## src/rtl/seq_det_pkg.sv

```systemverilog
`default_nettype none
// ============================================================================
//  Module   : seq_det_pkg
//  Purpose  : Shared types, constants and helper functions for the
//             parametrised serial pattern detector.
//  Revision : 1.0 - initial release
// ============================================================================
package seq_det_pkg;

    // Widest pattern the border helper can analyse.
    localparam int c_MAX_PAT_W = 32;

    // Pattern loaded at reset for the default 3-bit configuration.
    localparam logic [2:0] c_RST_PAT = 3'b110;

    // What a single clock edge does to the detector.
    typedef enum logic [1:0] {
        EV_HOLD = 2'd0,   // no valid bit, state holds
        EV_LOAD = 2'd1,   // new pattern latched, detection restarts
        EV_BIT  = 2'd2    // one valid serial bit consumed
    } step_e;

    // Width of the state output: enough bits for 0..pat_w-1.
    function automatic int st_width(input int pat_w);
        return (pat_w > 1) ? $clog2(pat_w) : 1;
    endfunction

    // Longest proper border of the pattern: the longest k < pat_w whose
    // top-k prefix equals its bottom-k suffix. Zero if none exists.
    function automatic int border_len(input logic [c_MAX_PAT_W-1:0] pat,
                                      input int                     pat_w);
        int                     res;
        logic [c_MAX_PAT_W-1:0] mask;
        res  = 0;
        mask = '0;
        for (int k = 1; k < c_MAX_PAT_W; k++) begin
            if (k < pat_w) begin
                mask = (c_MAX_PAT_W'(1) << k) - c_MAX_PAT_W'(1);
                if (((pat >> (pat_w - k)) & mask) == (pat & mask)) begin
                    res = k;
                end
            end
        end
        return res;
    endfunction

endpackage
`default_nettype wire

```

## src/rtl/seq_detector_param_if.sv

```systemverilog
`default_nettype none
// ============================================================================
//  Module   : seq_detector_param_if
//  Purpose  : Bit-stream, control and result signals of the serial pattern
//             detector. master = stimulus side, slave = detector side.
//  Revision : 1.0 - initial release
// ============================================================================
interface seq_detector_param_if
    import seq_det_pkg::*;
#(
    parameter int PAT_W = 3,
    parameter int CNT_W = 8
);
    localparam int ST_W = st_width(PAT_W);

    logic             in_i;
    logic             in_valid_i;
    logic             pat_load_i;
    logic [PAT_W-1:0] pattern_i;
    logic             overlap_i;
    logic             clear_i;
    logic [ST_W-1:0]  q_o;
    logic             y_o;
    logic [CNT_W-1:0] match_cnt_o;

    modport master (
        output in_i, in_valid_i, pat_load_i, pattern_i, overlap_i, clear_i,
        input  q_o, y_o, match_cnt_o
    );

    modport slave (
        input  in_i, in_valid_i, pat_load_i, pattern_i, overlap_i, clear_i,
        output q_o, y_o, match_cnt_o
    );
endinterface
`default_nettype wire

```

## src/rtl/seq_prefix_match.sv

```systemverilog
`default_nettype none
// ============================================================================
//  Module   : seq_prefix_match
//  Purpose  : Combinational finder of the longest suffix of the received
//             stream (stored history plus the incoming bit) that equals the
//             top bits of the pattern, limited by how many bits have been
//             received since the last restart.
//  Revision : 1.0 - initial release
// ============================================================================
module seq_prefix_match #(
    parameter int PAT_W = 3,
    parameter int LEN_W = 2
) (
    input  wire logic [PAT_W-1:0] hist_i,   // older bits, LSB = most recent
    input  wire logic             bit_i,    // bit arriving on this edge
    input  wire logic [PAT_W-1:0] pat_i,    // pattern, MSB compared first
    input  wire logic [LEN_W-1:0] fill_i,   // bits since restart, saturated
    output logic      [LEN_W-1:0] len_o     // matched length 0..PAT_W
);
    // Newest bit in position 0; the oldest stored bit is always masked off
    // because no candidate is longer than PAT_W.
    logic [PAT_W:0] w_window;
    logic [LEN_W:0] w_avail;

    assign w_window = {hist_i, bit_i};
    assign w_avail  = {1'b0, fill_i} + (LEN_W + 1)'(1);

    // Try every length and keep the longest that matches the pattern head
    // without reaching back past the restart point.
    always_comb begin
        logic [PAT_W:0] w_mask;
        logic [PAT_W:0] w_head;
        len_o  = '0;
        w_mask = '0;
        w_head = '0;
        for (int k = 1; k <= PAT_W; k++) begin
            w_mask = {(PAT_W + 1){1'b1}} >> (PAT_W + 1 - k);
            w_head = {1'b0, pat_i} >> (PAT_W - k);
            if ((k <= int'(w_avail)) && (((w_head ^ w_window) & w_mask) == '0)) begin
                len_o = LEN_W'(k);
            end
        end
    end
endmodule
`default_nettype wire

```

## src/rtl/seq_detector_param.sv

```systemverilog
`default_nettype none
// ============================================================================
//  Module   : seq_detector_param
//  Purpose  : Run-time programmable serial pattern detector with overlapping
//             and non-overlapping modes, valid-qualified input and a
//             registered one-cycle match pulse.
//             Optional saturating match counter enabled by defining
//             SEQ_DET_MATCH_CNT_EN; otherwise match_cnt_o is tied to zero.
//  Revision : 1.0 - initial release
// ============================================================================
module seq_detector_param
    import seq_det_pkg::*;
#(
    parameter int               PAT_W   = 3,
    parameter logic [PAT_W-1:0] RST_PAT = PAT_W'(c_RST_PAT),
    parameter int               CNT_W   = 8
) (
    input wire logic          clk,
    input wire logic          rst,
    seq_detector_param_if.slave bus
);
    localparam int               ST_W   = st_width(PAT_W);
    localparam int               LEN_W  = $clog2(PAT_W + 1);
    localparam logic [LEN_W-1:0] c_FULL = LEN_W'(PAT_W);

    logic [PAT_W-1:0] pat_q,   pat_d;
    logic [PAT_W-1:0] hist_q,  hist_d;
    logic [LEN_W-1:0] fill_q,  fill_d;
    logic [ST_W-1:0]  state_q, state_d;
    logic             y_q,     y_d;

    step_e            w_ev;
    logic [LEN_W-1:0] w_len;
    logic [ST_W-1:0]  w_border;
    logic             w_match;

    seq_prefix_match #(
        .PAT_W (PAT_W),
        .LEN_W (LEN_W)
    ) u_prefix (
        .hist_i (hist_q),
        .bit_i  (bus.in_i),
        .pat_i  (pat_q),
        .fill_i (fill_q),
        .len_o  (w_len)
    );

    // Restart state after an overlapping match.
    assign w_border = ST_W'(border_len(c_MAX_PAT_W'(pat_q), PAT_W));
    assign w_match  = (w_ev == EV_BIT) && (w_len == c_FULL);

    // Classify the edge: a pattern load discards any coincident bit.
    always_comb begin
        w_ev = EV_HOLD;
        if (bus.pat_load_i) begin
            w_ev = EV_LOAD;
        end else if (bus.in_valid_i) begin
            w_ev = EV_BIT;
        end
    end

    // Next-state: shift history, advance prefix length, handle matches.
    always_comb begin
        state_d = state_q;
        pat_d   = pat_q;
        hist_d  = hist_q;
        fill_d  = fill_q;
        y_d     = 1'b0;
        case (w_ev)
            EV_LOAD: begin
                pat_d   = bus.pattern_i;
                state_d = '0;
                hist_d  = '0;
                fill_d  = '0;
            end
            EV_BIT: begin
                hist_d = {hist_q[PAT_W-2:0], bus.in_i};
                if (fill_q != c_FULL) begin
                    fill_d = fill_q + LEN_W'(1);
                end
                if (w_match) begin
                    y_d = 1'b1;
                    if (bus.overlap_i) begin
                        state_d = w_border;
                    end else begin
                        // Forget the whole match so none of its bits recount.
                        state_d = '0;
                        hist_d  = '0;
                        fill_d  = '0;
                    end
                end else begin
                    state_d = w_len[ST_W-1:0];
                end
            end
            default: ;
        endcase
    end

    // State, pattern, history and pulse registers.
    always_ff @(posedge clk) begin
        if (rst) begin
            state_q <= '0;
            pat_q   <= RST_PAT;
            hist_q  <= '0;
            fill_q  <= '0;
            y_q     <= 1'b0;
        end else begin
            state_q <= state_d;
            pat_q   <= pat_d;
            hist_q  <= hist_d;
            fill_q  <= fill_d;
            y_q     <= y_d;
        end
    end

    assign bus.q_o = state_q;
    assign bus.y_o = y_q;

`ifdef SEQ_DET_MATCH_CNT_EN
    logic [CNT_W-1:0] cnt_q;

    // Saturating match counter; clear wins over a coincident match.
    always_ff @(posedge clk) begin
        if (rst || bus.clear_i) begin
            cnt_q <= '0;
        end else if (w_match && (cnt_q != {CNT_W{1'b1}})) begin
            cnt_q <= cnt_q + CNT_W'(1);
        end
    end

    assign bus.match_cnt_o = cnt_q;
`else
    assign bus.match_cnt_o = {CNT_W{1'b0}};
`endif

endmodule
`default_nettype wire
```

## src/flat_wrapper.sv

```systemverilog
// flat-port wrapper written by rule: the top's interface ports become plain ports
module seq_detector_param_flat import seq_det_pkg::*;
#(
    parameter int               PAT_W   = 3,
    parameter logic [PAT_W-1:0] RST_PAT = PAT_W'(c_RST_PAT),
    parameter int               CNT_W   = 8
)
  (clk, rst, bus_in_i, bus_in_valid_i, bus_pat_load_i, bus_pattern_i, bus_overlap_i, bus_clear_i, bus_q_o, bus_y_o, bus_match_cnt_o);
  seq_detector_param_if #(.PAT_W(PAT_W), .CNT_W(CNT_W)) bus_i ();
  input wire logic clk;
  input wire logic rst;
  input wire logic [$bits(bus_i.in_i)-1:0] bus_in_i;
  input wire logic [$bits(bus_i.in_valid_i)-1:0] bus_in_valid_i;
  input wire logic [$bits(bus_i.pat_load_i)-1:0] bus_pat_load_i;
  input wire logic [$bits(bus_i.pattern_i)-1:0] bus_pattern_i;
  input wire logic [$bits(bus_i.overlap_i)-1:0] bus_overlap_i;
  input wire logic [$bits(bus_i.clear_i)-1:0] bus_clear_i;
  output wire logic [$bits(bus_i.q_o)-1:0] bus_q_o;
  output wire logic [$bits(bus_i.y_o)-1:0] bus_y_o;
  output wire logic [$bits(bus_i.match_cnt_o)-1:0] bus_match_cnt_o;
  assign bus_i.in_i = bus_in_i;
  assign bus_i.in_valid_i = bus_in_valid_i;
  assign bus_i.pat_load_i = bus_pat_load_i;
  assign bus_i.pattern_i = bus_pattern_i;
  assign bus_i.overlap_i = bus_overlap_i;
  assign bus_i.clear_i = bus_clear_i;
  assign bus_q_o = bus_i.q_o;
  assign bus_y_o = bus_i.y_o;
  assign bus_match_cnt_o = bus_i.match_cnt_o;
  seq_detector_param #(.PAT_W(PAT_W), .RST_PAT(RST_PAT), .CNT_W(CNT_W)) u_core (.clk(clk), .rst(rst), .bus(bus_i));
endmodule
```

## config.mk

```make
export PLATFORM = sky130hd
export DESIGN_NAME = seq_detector_param_flat
export DESIGN_NICKNAME = d
export VERILOG_FILES = /design/src/rtl/seq_det_pkg.sv /design/src/rtl/seq_detector_param_if.sv /design/src/rtl/seq_prefix_match.sv /design/src/rtl/seq_detector_param.sv /design/src/flat_wrapper.sv
export SDC_FILE = /design/constraint.sdc
export NUM_CORES = 1
export LEC_CHECK = 0
export ABC_CLOCK_PERIOD_IN_PS = 1800
export CAP_MARGIN = 20
export CORE_MARGIN = 2
export CORE_UTILIZATION = 44
export CTS_CLUSTER_SIZE = 8
export DETAILED_ROUTE_END_ITERATION = 10
export GPL_TIMING_DRIVEN = 0
export PLACE_DENSITY = 0.76
export SLEW_MARGIN = 20
export SYNTH_ARGS = -nofsm -noshare
export SYNTH_HDL_FRONTEND = slang
export SYNTH_SLANG_ARGS = --single-unit
```

## constraint.sdc

```tcl
create_clock -name clk -period 1.8 [get_ports clk]
set_clock_uncertainty 0.1 [all_clocks]
set_input_delay 0.27 -clock clk [delete_from_list [all_inputs] [get_ports clk]]
set_output_delay 0.27 -clock clk [all_outputs]
set_load 0.05 [all_outputs]
```

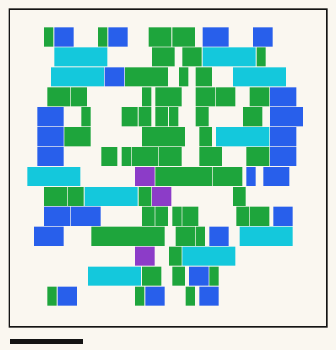
*Cells colored by class*
Scale bar: 10 µm.
Key: registers = cyan [cells 10]; remaining logic cells = green [cells 55]; remaining buffers and delay cells = blue [cells 23]; clock-net drivers = purple [cells 3]
row cnt: 14
post-layout util: 57.4%

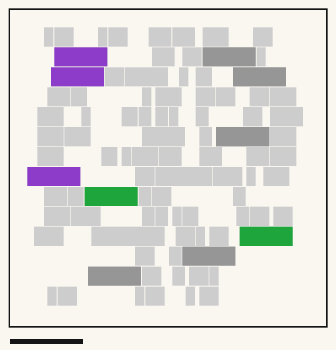
*Register map, names as in the netlist*
Scale bar: 10 µm. Other sequential cells in the stronger gray, the rest of the logic in the fainter gray.
Key: `u_core.pat_q` = purple [sequential cells 3]; `u_core.hist_q` = green [sequential cells 2]
register share of the cell area: 23.7%
Seq. cell area: 200 µm²
sequential cell power: 0.234 mW

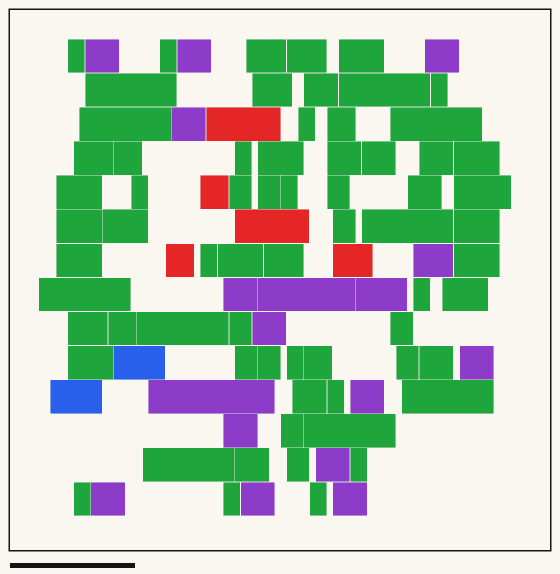
*Cells by drive strength*
Scale bar: 10 µm.
Key: x2 = red [cells 5, most used xnor2_2]; x1 and smaller = green [cells 67, most used dfxtp_1]; x3 and x4 = purple [cells 17, most used buf_4]; x6 and larger = blue [cells 2, most used buf_6]
non-clock buffer count: 23
setup ws final: 0.0450 ns
post-route cell area: 845 µm²
layout overhead on the synthesized area: 25.5%

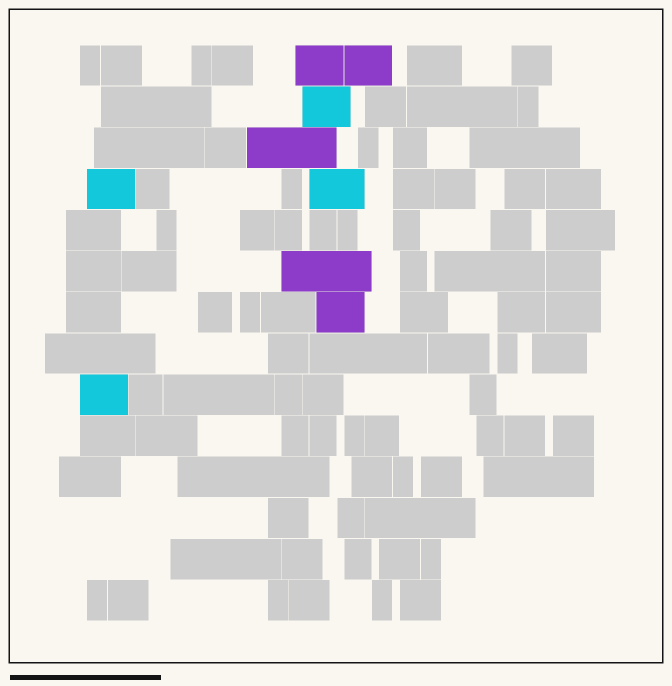
*Gate families picked out*
Scale bar: 10 µm.
Key: xor and xnor cells = purple [cells 5, where top middle]; non-inverting ao/oa cells = cyan [cells 4]

==> results.cfg <==
; yosys + openroad results
[worst_setup_path]
crit_end = bus_q_o[1]
cp_top_family = buffers and inverters
crit_fanout = 2
arrival_ns = 1.38
timing.rr.end = u_core.fill_q[1]

[worst_hold_path]
min_to = u_core.fill_q[1]

[timing]
period_needed_ns = 1.75
tightest_slew_ns = 0.498

[grt]
grt_pass1_vias = 511
grt_util_met1_pct = 16.6

[cells_and_area]
drive_gt1_share_pct = 26.4
comb_area_um2 = 398

[status]
status = completed

[routing]
avgViaCountPerCell = 5.07
dr.pass1.iters = 4
drt_iter0_markers = 8

[clock_network]
htreeDepth = 1
clk_path_buf_depth = 2
ctsHoldBuffers = 0

[synth]
yosys-top-cells-area = dfxtp_1 30%, buf_4 11%, nand3b_1 5.6%, xnor2_2 4.8%, nand3_1 4.5%

[floorplanning]
ios = 21
[power groups by stage]
stage	sequential, mW	clock, mW	combinational [mW]
after floorplan	0.241	0	0.112
after global placement	0.239	0	0.143
after detailed placement	0.239	0	0.146
after CTS	0.234	0.155	0.146
after global routing	0.236	0.167	0.156
final	0.234	0.152	0.146
[sequential cells by signal, indices dropped and copies added, names as in the netlist]
signal	cells
u_core.pat_q	3
u_core.bus.q_o	2
u_core.fill_q	2
u_core.hist_q	2
u_core.bus.y_o	1
[layer usage]
metal | up-vias | routed length, µm
met5 | - | 0
met2 | 21 | 595
met3 | 5 | 88
li1 | 274 | -
met4 | 0 | 17
met1 | 242 | 482
[area by class of cell]
type / instances / area share [%]
plain buffers: 13 / 12.0
clock buffers: 3 / 2.67
well taps: 16 / 2.37
flip-flops and latches: 10 / 23.7
multi-input cells: 55 / 47.1
repair buffers: 10 / 12.1
[cell usage in the layout (no fill, tap or decap), types with 2 or more instances in the layout]
| master | instances |
|---|---|
| buf_4 | 10 |
| clkbuf_4 | 3 |
| nor2_1 | 4 |
| mux2i_1 | 2 |
| conb_1 | 8 |
| xnor2_1 | 2 |
| nand3_1 | 6 |
| xnor2_2 | 2 |
| nor2b_1 | 2 |
| clkdlybuf4s50_1 | 9 |
| nand2_1 | 2 |
| dfxtp_1 | 10 |
| buf_6 | 2 |
| o21ai_0 | 4 |
| nand3b_1 | 5 |
| o211ai_1 | 3 |
| a211o_1 | 2 |
[cells by family (layout without fill, tap and decap cells)]
family	count (synthesis)	after routing	share of synthesized area, %
AND/OR/NAND/NOR	27	27	26.4
flip-flops	10	10	29.7
buffers and inverters	13	26	15.1
XOR/XNOR	5	5	8.74
other	1	8	0.557
multiplexers	2	2	2.97
AND-OR/OR-AND	13	13	16.5
Power is estimated from default activity; no workload was simulated.
